===== config.mk =====
export PLATFORM = sky130hd
export DESIGN_NAME = mem_ctrl
export DESIGN_NICKNAME = d
export VERILOG_FILES = /design/src/rtl/mem_ctrl.sv
export SDC_FILE = /design/constraint.sdc
export NUM_CORES = 1
export LEC_CHECK = 0
export CORE_MARGIN = 5
export CORE_UTILIZATION = 37
export DETAILED_ROUTE_END_ITERATION = 8
export GPL_ROUTABILITY_DRIVEN = 0
export GPL_TIMING_DRIVEN = 0
export PLACE_DENSITY = 0.72
export SLEW_MARGIN = 20
export SYNTH_ARGS = -nofsm -noshare
export SYNTH_HDL_FRONTEND = slang
export SYNTH_SLANG_ARGS = --single-unit

===== constraint.sdc =====
create_clock -name clock -period 1.5 [get_ports clock]
set_input_delay 0.45 -clock clock [delete_from_list [all_inputs] [get_ports clock]]
set_output_delay 0.45 -clock clock [all_outputs]
set_load 0.05 [all_outputs]

===== src/rtl/mem_ctrl.sv =====
// Memory controller with independent data and fetch channels.
// Each channel runs one outstanding transaction with a wait-cycle timeout.
module mem_ctrl #(
  parameter int WAIT_LIMIT = 15
) (
  input  logic        clock,
  input  logic        resetN,
  input  logic [31:0] mar,
  input  logic [31:0] mdr,
  input  logic [31:0] pc,
  input  logic        rd,
  input  logic        wr,
  input  logic        fetch,
  output logic [31:0] memAddr,
  output logic [31:0] memWData,
  output logic        memRead,
  output logic        memWrite,
  input  logic        memReady,
  input  logic [31:0] memRData,
  output logic [31:0] fetchAddr,
  output logic        fetchRead,
  input  logic        fetchReady,
  input  logic [7:0]  fetchRData,
  output logic [31:0] mdrIn,
  output logic        mdrLoad,
  output logic [7:0]  mbrIn,
  output logic        mbrLoad,
  output logic        dataBusy,
  output logic        fetchBusy,
  output logic        dataErr,
  output logic        fetchErr
);

  localparam int CW0 = $clog2(WAIT_LIMIT + 1);
  localparam int CW = (CW0 < 4) ? 4 : CW0;
  localparam logic [CW-1:0] LAST = CW'(WAIT_LIMIT - 1);

  typedef enum logic [1:0] {
    D_IDLE,
    D_READ,
    D_WRITE
  } dState_t;

  typedef enum logic {
    F_IDLE,
    F_ACTIVE
  } fState_t;

  dState_t       dState;
  fState_t       fState;
  logic [CW-1:0] dWait;
  logic [CW-1:0] fWait;

  // mar is a word address; its top two bits fall off the byte address
  logic unusedMarBits;
  assign unusedMarBits = ^mar[31:30];

  always_ff @(posedge clock or negedge resetN) begin
    if (!resetN) begin
      dState   <= D_IDLE;
      dWait    <= '0;
      memAddr  <= '0;
      memWData <= '0;
      memRead  <= 1'b0;
      memWrite <= 1'b0;
      dataBusy <= 1'b0;
      mdrIn    <= '0;
      mdrLoad  <= 1'b0;
      dataErr  <= 1'b0;
    end else begin
      mdrLoad <= 1'b0;
      dataErr <= 1'b0;
      unique case (dState)
        D_IDLE: begin
          if (rd && wr) begin
            dataErr <= 1'b1;
          end else if (rd || wr) begin
            dState   <= rd ? D_READ : D_WRITE;
            dWait    <= '0;
            memAddr  <= {mar[29:0], 2'b00};
            memWData <= mdr;
            memRead  <= rd;
            memWrite <= wr;
            dataBusy <= 1'b1;
          end
        end
        default: begin
          if (rd || wr) dataErr <= 1'b1;
          if (memReady) begin
            dState   <= D_IDLE;
            dWait    <= '0;
            memRead  <= 1'b0;
            memWrite <= 1'b0;
            dataBusy <= 1'b0;
            if (dState == D_READ) begin
              mdrIn   <= memRData;
              mdrLoad <= 1'b1;
            end
          end else if (dWait == LAST) begin
            dState   <= D_IDLE;
            dWait    <= '0;
            memRead  <= 1'b0;
            memWrite <= 1'b0;
            dataBusy <= 1'b0;
            dataErr  <= 1'b1;
          end else begin
            dWait <= dWait + 1'b1;
          end
        end
      endcase
    end
  end

  always_ff @(posedge clock or negedge resetN) begin
    if (!resetN) begin
      fState    <= F_IDLE;
      fWait     <= '0;
      fetchAddr <= '0;
      fetchRead <= 1'b0;
      fetchBusy <= 1'b0;
      mbrIn     <= '0;
      mbrLoad   <= 1'b0;
      fetchErr  <= 1'b0;
    end else begin
      mbrLoad  <= 1'b0;
      fetchErr <= 1'b0;
      unique case (fState)
        F_IDLE: begin
          if (fetch) begin
            fState    <= F_ACTIVE;
            fWait     <= '0;
            fetchAddr <= pc;
            fetchRead <= 1'b1;
            fetchBusy <= 1'b1;
          end
        end
        default: begin
          if (fetch) fetchErr <= 1'b1;
          if (fetchReady) begin
            fState    <= F_IDLE;
            fWait     <= '0;
            fetchRead <= 1'b0;
            fetchBusy <= 1'b0;
            mbrIn     <= fetchRData;
            mbrLoad   <= 1'b1;
          end else if (fWait == LAST) begin
            fState    <= F_IDLE;
            fWait     <= '0;
            fetchRead <= 1'b0;
            fetchBusy <= 1'b0;
            fetchErr  <= 1'b1;
          end else begin
            fWait <= fWait + 1'b1;
          end
        end
      endcase
    end
  end

endmodule

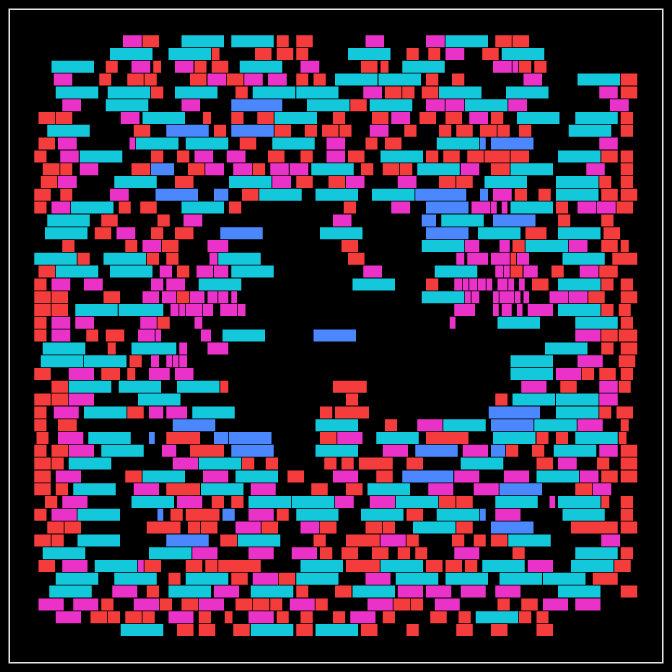
Figure 1: run 1, placed cells, one color a class.
color	class	cells	share of their area
red	remaining buffers and delay cells	319	31%
cyan	sequential cells	152	40%
magenta	combinational and other logic	202	23%
blue	clock drivers and dummy loads	32	6.5%

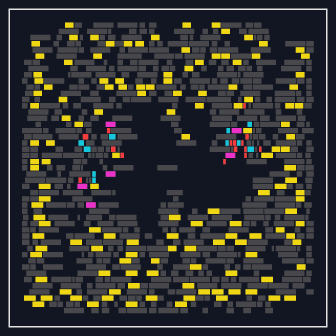
Figure 2: run 1, selected gate families.
color	family	cells	most used
cyan	aoi and oai cells	10	o21ai_0
yellow	mux cells	136	mux2_2
magenta	fa/ha/maj cells	6	ha_1
red	nand cells	15	nand2_1

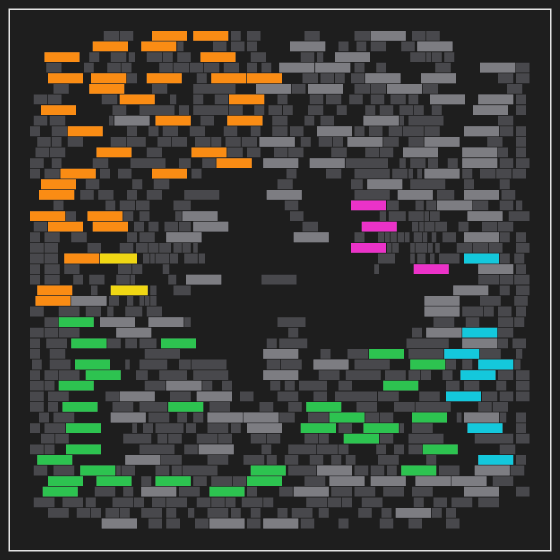
Figure 3: run 1, sequential cells colored by netlist name.
Other sequential cells in the stronger gray, the rest of the logic in the fainter gray.
color	signal	flops
orange	mdrIn	32
cyan	mbrIn	8
yellow	dState	2
magenta	fWait	4
green	memAddr	30
not colored	76

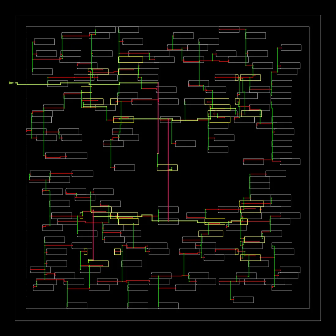
Figure 4: run 1, clock nets.
clock distribution power: 4490 uW
total clock buffers created by CTS: 17

==> qor.csv, run 1 <==
stage,metric,value,unit
critical_path,crit_top_cell,sky130_fd_sc_hd__buf_12,
route,wl_met1,6.18,mm
timing,setup_viol_count_final,41,
grt,grt_overflow_total,0,
run_status,violations,negative setup slack,
timing,final_hold_violation_tally,0,
logic_synthesis,yosysTopAreaCellShare,62.2,%
logic_synthesis,synth_cell_type_count,34,
timing,timing.clock.skew,7.91,ps
critical_path,start_kind,register,
critical_path,worstPathMaxFanout,10,
power,power.combinational.fraction,54.1,%
run_status,run_status,"complete, but fails checks",
grt,busiest_layer,met2,
cells_and_area,fraction_of_layout_cells_with_a_size_suffix_above_1,49.8,%
critical_path,worstSetupPathType,register to register,
cells_and_area,nonClockBufferCount,319,
floorplan,fp-utilization,37.3,%
logic_synthesis,mapped_cell_area,0.00611,mm2
timing,setup_ws,-53.7,ps
floorplan,io_pins,288,
route,vias,4242,
clocking,h-tree-depth,4,
route,iteration_0_drc_markers,141,
-- run 1: layout by cell type (no fill, tap or decap), types with 2 or more instances in the layout --
cell type	instances
sky130_fd_sc_hd__inv_6	2
sky130_fd_sc_hd__bufinv_16	4
sky130_fd_sc_hd__a32o_1	2
sky130_fd_sc_hd__nand3_1	6
sky130_fd_sc_hd__clkbuf_16	19
sky130_fd_sc_hd__nor2b_1	3
sky130_fd_sc_hd__buf_4	95
sky130_fd_sc_hd__conb_1	2
sky130_fd_sc_hd__buf_8	3
sky130_fd_sc_hd__clkbuf_1	5
sky130_fd_sc_hd__mux2_2	75
sky130_fd_sc_hd__dfrtp_1	150
sky130_fd_sc_hd__buf_12	10
sky130_fd_sc_hd__a221o_1	2
sky130_fd_sc_hd__clkinv_4	2
sky130_fd_sc_hd__clkdlybuf4s50_1	136
sky130_fd_sc_hd__inv_1	8
sky130_fd_sc_hd__clkbuf_4	48
sky130_fd_sc_hd__o21ai_0	5
sky130_fd_sc_hd__dfrtp_2	2
sky130_fd_sc_hd__nor2_1	5
sky130_fd_sc_hd__nand2_1	7
sky130_fd_sc_hd__buf_2	11
sky130_fd_sc_hd__mux2_4	60
sky130_fd_sc_hd__ha_1	6
sky130_fd_sc_hd__buf_6	10
sky130_fd_sc_hd__nor3_1	2
-- run 1: final timing paths --
kind,startpoint,to,slack (ps),cells past startpoint
hold / removal,resetN,memWData[6],0.3,1
max in group asynchronous,resetN,fetchAddr[2],720,2
setup / recovery,dState[1],memAddr[22],-50,6
setup reg to reg,dState[1],memAddr[22],-50,6
hold reg to reg,fetchAddr[2],fetchAddr[2],500,1
min in group clock,rd,dState[0],350,2
-- run 1: power by group through the flow --
stage | Sequential, uW | Clock, uW | Combinational, uW
after global placement | 6710 | 0 | 13300
after detailed placement | 6780 | 0 | 13400
after global routing | 6990 | 4810 | 13800
after CTS | 6750 | 4630 | 12900
final | 6770 | 4490 | 13300
after floorplan | 12400 | 0 | 3220
-- run 1: through the flow --
step / TNS (ps) / hold WS, ps / setup WS (ps) / power (uW)
2_1_floorplan: -5410 / 154 / -90.1 / 15600
3_3_place_gp: -987830 / 477 / -6450 / 20000
3_5_place_dp: -96820 / 458 / -759 / 20200
4_1_cts: -2810 / 11.9 / -90.0 / 24300
5_1_grt: -4150 / 25.8 / -110 / 25600
6_report: -1450 / 0.265 / -53.7 / 24500
-- run 1: Yosys cell counts, types with 2 or more instances --
master,count
sky130_fd_sc_hd__o21ai_0,5
sky130_fd_sc_hd__nand3_1,6
sky130_fd_sc_hd__nor2b_1,4
sky130_fd_sc_hd__buf_4,3
sky130_fd_sc_hd__inv_1,9
sky130_fd_sc_hd__mux2_2,75
sky130_fd_sc_hd__nor3_1,2
sky130_fd_sc_hd__ha_1,6
sky130_fd_sc_hd__nor2_1,5
sky130_fd_sc_hd__nand2_1,7
sky130_fd_sc_hd__a32o_1,2
sky130_fd_sc_hd__buf_2,7
sky130_fd_sc_hd__mux2_4,60
sky130_fd_sc_hd__and2_1,2
sky130_fd_sc_hd__a221o_1,2
sky130_fd_sc_hd__buf_6,7
sky130_fd_sc_hd__dfrtp_1,152
Figure 5. Clock wires, drivers and flops (run 1).
Scale bar: 50 um.
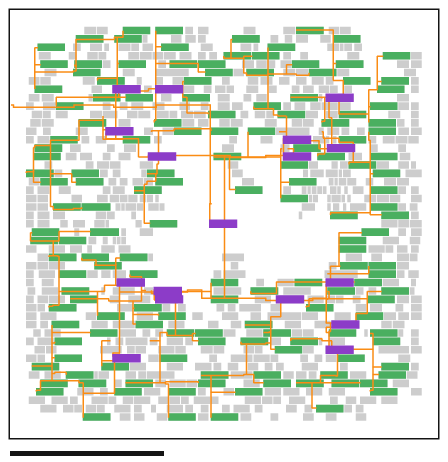

==> run 2: changes to the inputs <==
PLACE_DENSITY = 0.75   (was 0.72)
SLEW_MARGIN = default   (was 20)
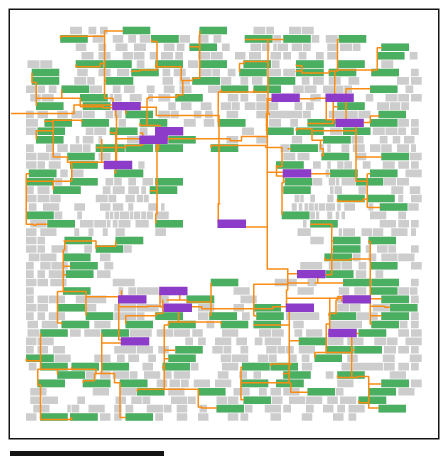
Figure 6: run 2, clock wires, drivers and flops.
Scale bar: 50 um.
[orange] clock wires | length: 1840 um
[green] flip-flops | count: 152
[purple] clock drivers | count: 17
flops lie	spread over the die
routed clock nets	18

==> run 2 against run 1 <==
The run still ends with negative setup slack left. Sequential power about the same. Power decreased by 0.78%. Final cell count decreased by 0.11%. First-iteration DRC count decreased by 8.5%. Register-to-register slack got worse by 20 ps. Synthesized cell count unchanged. Non-clock buffer count unchanged. Highest routed layer unchanged.
==> qor.csv, run 2 <==
stage,metric,value,unit,change
timing,timing.clock.skew,10.9,ps,+3.00 ps
run_status,violations,negative setup slack,,
floorplan,fp-utilization,37.3,%,unchanged
timing,setup_viol_count_final,18,,-56%
critical_path,worstSetupPathType,register to register,,
timing,final_hold_violation_tally,0,,unchanged
cells_and_area,mostFrequentLayoutCell,sky130_fd_sc_hd__dfrtp_1,,
timing,setup_ws,-73.6,ps,-19.9 ps
grt,grt_overflow_total,0,,unchanged
logic_synthesis,synth_cell_type_count,34,,unchanged
critical_path,crit_top_cell,sky130_fd_sc_hd__buf_12,,
floorplan,io_pins,288,,unchanged
route,wl_met1,6.14,mm,-0.55%
timing,finalSetupTns,-839,ps,+614 ps
logic_synthesis,mapped_cell_area,0.00611,mm2,unchanged
logic_synthesis,yosysTopAreaCellShare,62.2,%,unchanged
clocking,total_clock_buffers_created_by_cts,17,,unchanged
logic_synthesis,commonest_cells_in_the_netlist,"sky130_fd_sc_hd__dfrtp_1, sky130_fd_sc_hd__mux2_2, sky130_fd_sc_hd__mux2_4",,
logic_synthesis,most_common_cell,sky130_fd_sc_hd__dfrtp_1,,
cells_and_area,fraction_of_layout_cells_with_a_size_suffix_above_1,50.3,%,+0.50 points
route,iteration_0_drc_markers,129,,-8.5%
run_status,run_status,"complete, but fails checks",,
## run 2: per-stage QoR
stage                     instance area, um2  hold slack [ps]  power, uW  worst slack (ps)
after floorplan                         6150              154      15600             -90.1
after global placement                  9260              477      20000             -6420
after detailed placement                9290              484      20200              -734
after CTS                               9630              168      24300              -112
after global routing                    9790              208      25400              -117
final                                   9790              124      24300             -73.6
## run 2: path summary, 6_finish.rpt
check                           startpoint           end  depth (start not counted)
min in group clock                   fetch      fetchErr                          2
worst min-delay path                resetN  memWData[23]                          1
worst min register to register    memWrite      memWrite                          1
max in group asynchronous           resetN  fetchAddr[5]                          2
worst max-delay path             dState[1]   memAddr[18]                          7
worst max register to register   dState[1]   memAddr[18]                          7
## run 2: area by class of cell
cell class                 instances  area share (%)
sequential                       152            38.9
clock inverter                    12            1.55
tap                              220            2.81
inverter                           9           0.345
buffer                            14            1.85
clock buffer                      19            4.42
timing repair buffer             305            28.2
multi-input combinational        193            22.0
## run 2: critical path: cells and delay by family (launching register included)
family,cells,cell delay (ps)
multiplexers,1,300
flip-flops,1,430
AND/OR/NAND/NOR,2,290
buffers and inverters,4,470
## run 2: power breakdown
| part | total, uW | switching (uW) | internal (uW) | leakage, uW |
|---|---|---|---|---|
| clock | 4250 | 1640 | 2600 | 0.000283 |
| sequential | 6790 | 1010 | 5790 | 0.00180 |
| combinational | 13300 | 8100 | 5190 | 0.00247 |
| total | 24300 | 10700 | 13600 | 0.00455 |
## run 2: timing repair
action                                  CTS  global route
gates cloned                              3             0
endpoints found under the setup margin  270           185
pin swaps                                 2             1
setup buffers                            12             9
resized                                 819           103
## run 2: kinds of logic (layout without fill, tap and decap cells)
logic type               count (synthesis)  in the layout  synth area share, %
AND-OR/OR-AND                           17             17                 2.15
XOR/XNOR                                 1              1                0.143
adder cells (fa/ha/maj)                  6              6                 1.23
buffers and inverters                   27            359                 2.84
flip-flops                             152            152                 62.2
multiplexers                           136            136                 28.7
other                                    1              2               0.0613
AND/OR/NAND/NOR                         31             31                 2.66
## run 2: metal layers
metal / vias to the layer above / GRT usage (%)
met1: 2147 / 19.4
met2: 178 / 30.2
met4: 0 / 5.41
met3: 32 / 6.72
met5: - / 0
li1: 1938 / -
Figure 7. Sequential cells colored by netlist name (run 2).
Other sequential cells in the stronger gray, the rest of the logic in the fainter gray.
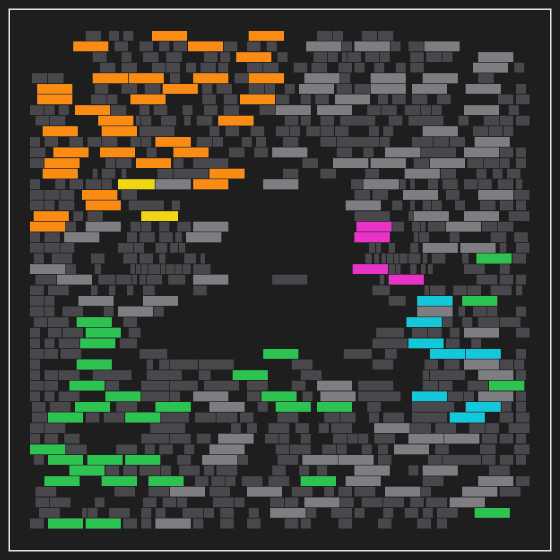

==> run 3: changes to the inputs <==
ABC_AREA = 1   (was default)
CORE_MARGIN = 2   (was 5)
CORE_UTILIZATION = 40   (was 37)
PLACE_DENSITY = 0.78   (was 0.75)
clock period = 1.71 ns   (was 1.5 ns; I/O delays follow)
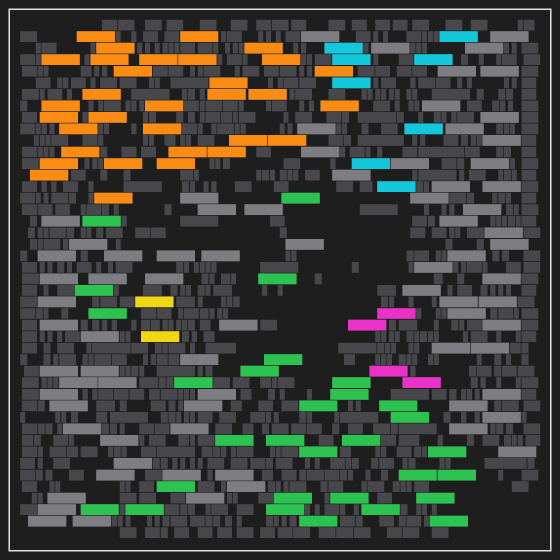
Figure 8: run 3, sequential cells colored by netlist name.
Other sequential cells in the stronger gray, the rest of the logic in the fainter gray.
color	signal	flops
magenta	fWait	4
orange	mdrIn	32
green	memAddr	30
cyan	mbrIn	8
yellow	dState	2
not colored	76

==> run 3 against run 2 <==
The run now ends clean. Sequential share of layout area decreased by 0.32 points. Area after synthesis shrank 0.51%. First-iteration DRC count grew to 2.6 times the previous value. Critical path type is now register to output port. Critical endpoint is now memWData[14].
==> qor.csv, run 3 <==
stage,metric,value,unit,change
cells_and_area,fraction_of_layout_cells_with_a_size_suffix_above_1,21.8,%,-28 points
timing,final_hold_violation_tally,0,,unchanged
logic_synthesis,postSynth.asyncResetShare,100,%,
grt,busiest_layer,met2,,
power,share_seq_of_total_power,31.7,%,+3.8 points
power,swShare,45.3,%,+1.2 points
logic_synthesis,most_common_cell,sky130_fd_sc_hd__nand2_1,,
grt,gr_met1_demand_resource,27.7,%,+8.4 points
logic_synthesis,synth_cell_type_count,19,,-44%
floorplan,io_pins,288,,unchanged
power,p_switching,7530,uW,-30%
power,internal_power,9080,uW,-33%
critical_path,worstSetupPathType,register to output port,,
grt,fraction_of_met3_tracks_used_by_global_routing,7.54,%,+0.81 points
timing,setup_viol_count_final,0,,-18
cells_and_area,finalInstanceArea,0.00987,mm2,+0.77%
power,power.combinational.fraction,46.4,%,-8.2 points
critical_path,critical_path_buf_inv_count,1,,-3
floorplan,fp-utilization,40.5,%,+3.2 points
run_status,run_status,"complete, no violations",,
logic_synthesis,mapped_cell_area,0.00608,mm2,-0.51%
place,post_dp_cell_area,0.00917,mm2,-1.2%
route,via_count_normalized_by_instance_count,4.76,,
timing,setup_ws,24.5,ps,+98.2 ps
logic_synthesis,yosysTopAreaCellShare,62.5,%,+0.32 points
grt,gr-usage-met2,38.2,%,+7.9 points
route,iteration_0_drc_markers,341,,+160%
floorplan,die_area,0.0162,mm2,
cells_and_area,mostFrequentLayoutCell,sky130_fd_sc_hd__nand2_1,,
clocking,total_clock_buffers_created_by_cts,17,,unchanged
critical_path,timing.rr.end,memWData[18],,
critical_path,critical-path-top-delay-family,buffers and inverters,,
logic_synthesis,commonest_cells_in_the_netlist,"sky130_fd_sc_hd__nand2_1, sky130_fd_sc_hd__dfrtp_1, sky130_fd_sc_hd__nand3_1",,
critical_path,worstReg2RegStart,dState[0],,
## run 3: netlist changes by cell type in the layout (fill, tap and decap cells not counted), moves of 7 or more
cell,previous run,this run
sky130_fd_sc_hd__nand2_1,7,341
sky130_fd_sc_hd__nor2_1,5,12
sky130_fd_sc_hd__inv_1,7,14
sky130_fd_sc_hd__clkdlybuf4s18_2,0,11
sky130_fd_sc_hd__nand3_1,6,100
sky130_fd_sc_hd__clkdlybuf4s15_2,0,111
sky130_fd_sc_hd__buf_2,8,31
sky130_fd_sc_hd__clkbuf_4,50,4
sky130_fd_sc_hd__mux2_2,74,0
sky130_fd_sc_hd__buf_12,9,0
sky130_fd_sc_hd__buf_4,98,14
sky130_fd_sc_hd__mux2_4,61,0
## run 3: cell type report
| type | instances | area (um2) |
|---|---|---|
| well taps | 188 | 235 |
| clock buffers | 20 | 447 |
| clock inverters | 12 | 128 |
| fillers | 1280 | 5160 |
| multi-input cells | 476 | 2020 |
| inverters | 17 | 63.8 |
| repair buffers | 284 | 2900 |
| plain buffers | 39 | 277 |
| flip-flops and latches | 152 | 3800 |
## run 3: routing by layer
metal	wire (um)	up-vias
met5	0	-
met4	484	0
met3	1360	37
met2	8870	215
met1	7470	2660
li1	-	2746
## run 3: logic make-up (layout without fill, tap and decap cells)
| kind of cell | count (synthesis) | after routing | share of synthesized area (%) |
|---|---|---|---|
| buffers and inverters | 56 | 372 | 4.55 |
| other | 1 | 2 | 0.0616 |
| adders and majority gates | 6 | 6 | 1.23 |
| AOI/OAI and AO/OA | 8 | 8 | 0.699 |
| and+or+nand+nor | 460 | 460 | 30.9 |
| DFF | 152 | 152 | 62.5 |
## run 3: timing repair
item,4_1_cts,5_1_grt
pin swaps,0,0
endpoints found under the setup margin,203,89
buffers inserted,0,0
resized,457,55
gates cloned,0,1
## run 3: power groups by stage
stage / Combinational, uW / Sequential [uW] / Clock (uW)
floorplan: 1310 / 8950 / 0
global placement: 7990 / 5270 / 0
detailed placement: 8060 / 5290 / 0
CTS: 7790 / 5260 / 3720
global route: 8140 / 5390 / 3890
finish: 7700 / 5260 / 3650
## run 3: how the worst max path moves through the flow
stage | startpoint | to | slack, ps | cells after the start
4_1_cts | fetchBusy | fetchBusy | 1 | 1
3_3_place_gp | resetN | mdrIn[10] | -6220 | 1
2_1_floorplan | rd | memAddr[10] | 240 | 6
6_report | memWData[14] | memWData[14] | 20 | 1
3_5_place_dp | rd | memWData[18] | -720 | 7
5_1_grt | mbrIn[6] | mbrIn[6] | 0.06 | 1
## run 3: through the flow
stage | std cells | utilization, % | TNS (ps) | total power (uW) | hold WS [ps]
2_1_floorplan | 684 | - | 0 | 10300 | 217
3_3_place_gp | 1154 | 60.8 | -982180 | 13300 | 452
3_5_place_dp | 1155 | 61.0 | -41030 | 13300 | 457
4_1_cts | 1187 | 66.1 | 0 | 16800 | 141
5_1_grt | 1188 | 65.7 | 0 | 17400 | 176
6_report | 1188 | 65.7 | 0 | 16600 | 120
Power figures rest on the tool's default switching activity, not on a simulated workload.
